Figure 1. Placed standard cells.
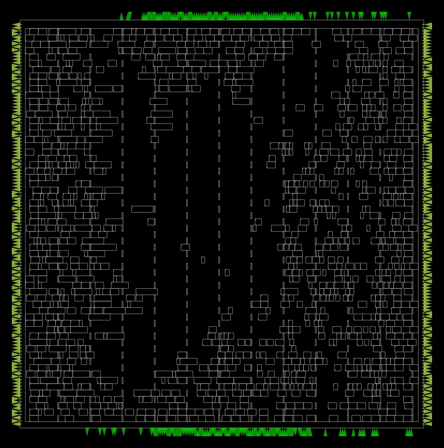
Figure 2. Wiring heat map.
35 x 35 tiles, from dark blue (low) to red (high), scaled to the fullest tile. Values are wire area over tile area, all layers added.
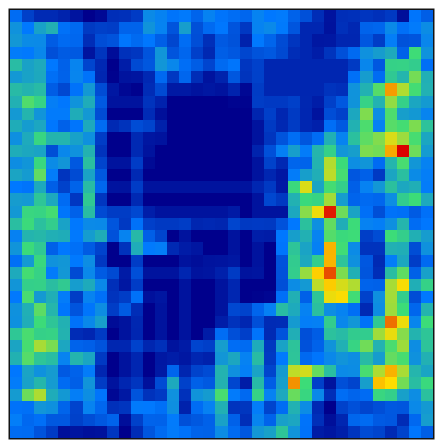
Figure 3. Cells by drive strength.
The bar under the picture is 50 um long.
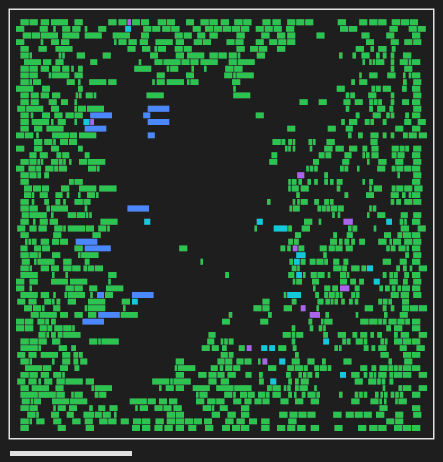
Figure 4. Clock network drawn from the DEF.
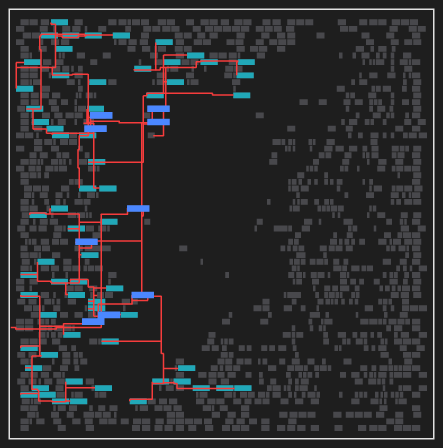
Figure 5. Signal wires on met3.
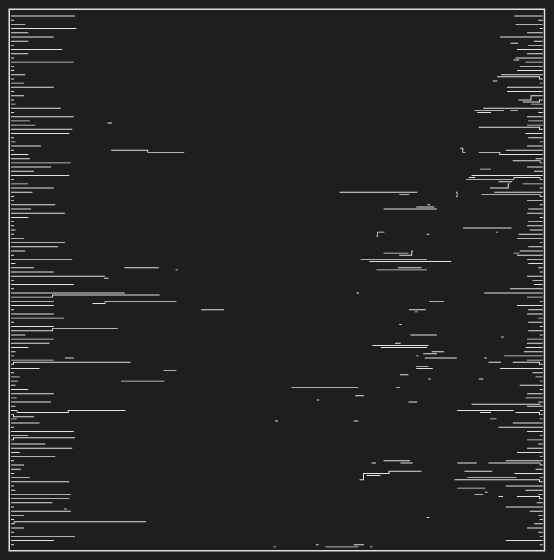
Design id_decode_redirect, sky130hd; sources not shown.
==> impl_metrics.json <==
{
  "outcome": "complete, no violations",
  "cts-buffers-inserted": 9,
  "comb_area_um2": 3550,
  "fin_tns_setup_ns": 0,
  "tightest_slew_ns": 0.831,
  "num-multi-input-gates": 568,
  "holdWs_ns": 0.478,
  "wl_met3_um": 2550,
  "drt_iter0_drc": 326,
  "totalPowerFinal_uw": 664,
  "drc": 0,
  "cts_tree": "built",
  "port_buffers": 441,
  "yosysTopAreaCellShare_pct": 21.8,
  "netlist_top_cells_area": "dfxtp_1 22%, buf_4 13%, mux2i_1 11%, xnor2_1 8.3%, o21ai_0 5.9%",
  "critPathKind": "in2out",
  "die_w_um": 173,
  "cp-start-kind": "input port",
  "path_max_fanout": 18,
  "grt_pass1_wl_um": 44400
}
-- Figure 1 (at the start) --
post-route insts no fill: 1,497
Site Rows: 62

-- Figure 2 (at the start) --
The densest ninth of the die: east. The fullest tile reaches 0.71. 7.8% of the tiles are over half the peak. The emptiest ninth of the die: centre.
DR vias: 6,992
drt wl/cell: 19.9 um
GRT Total Usage: 18.8%
Detailed Route WL: 29,800 um

-- Figure 3 (at the start) --
Key: blue = drive 6 and up [cells 13, share 1.2%]; cyan = drive 3 to 4 [cells 19, share 1.7%]; purple = drive 2 [cells 10, share 0.90%]; green = drive 1 or less [cells 1,071, share 96%]
Non-clk bufs: 455
Finished Cell Area: 10,200 um2

-- Figure 4 (at the start) --
Key: cyan = flip-flops [count 64]; blue = cells driving clock nets [count 9]; red = clock wires [length 1,210 um]
There are 10 routed clock nets.
Clock group: 207 uW
Clk Latency, worst-skew pair: 0.33 ns
clock power share: 31.2%

-- Figure 5 (at the start) --
The layer carries 2,550 um of wire. The wires run mostly horizontal. 305 nets have wire on it. The layer holds 8.6% of the routed length. The longest straight run is 42.6 um.
grt met3 use: 5.22%

Power is estimated from default activity; no workload was simulated.
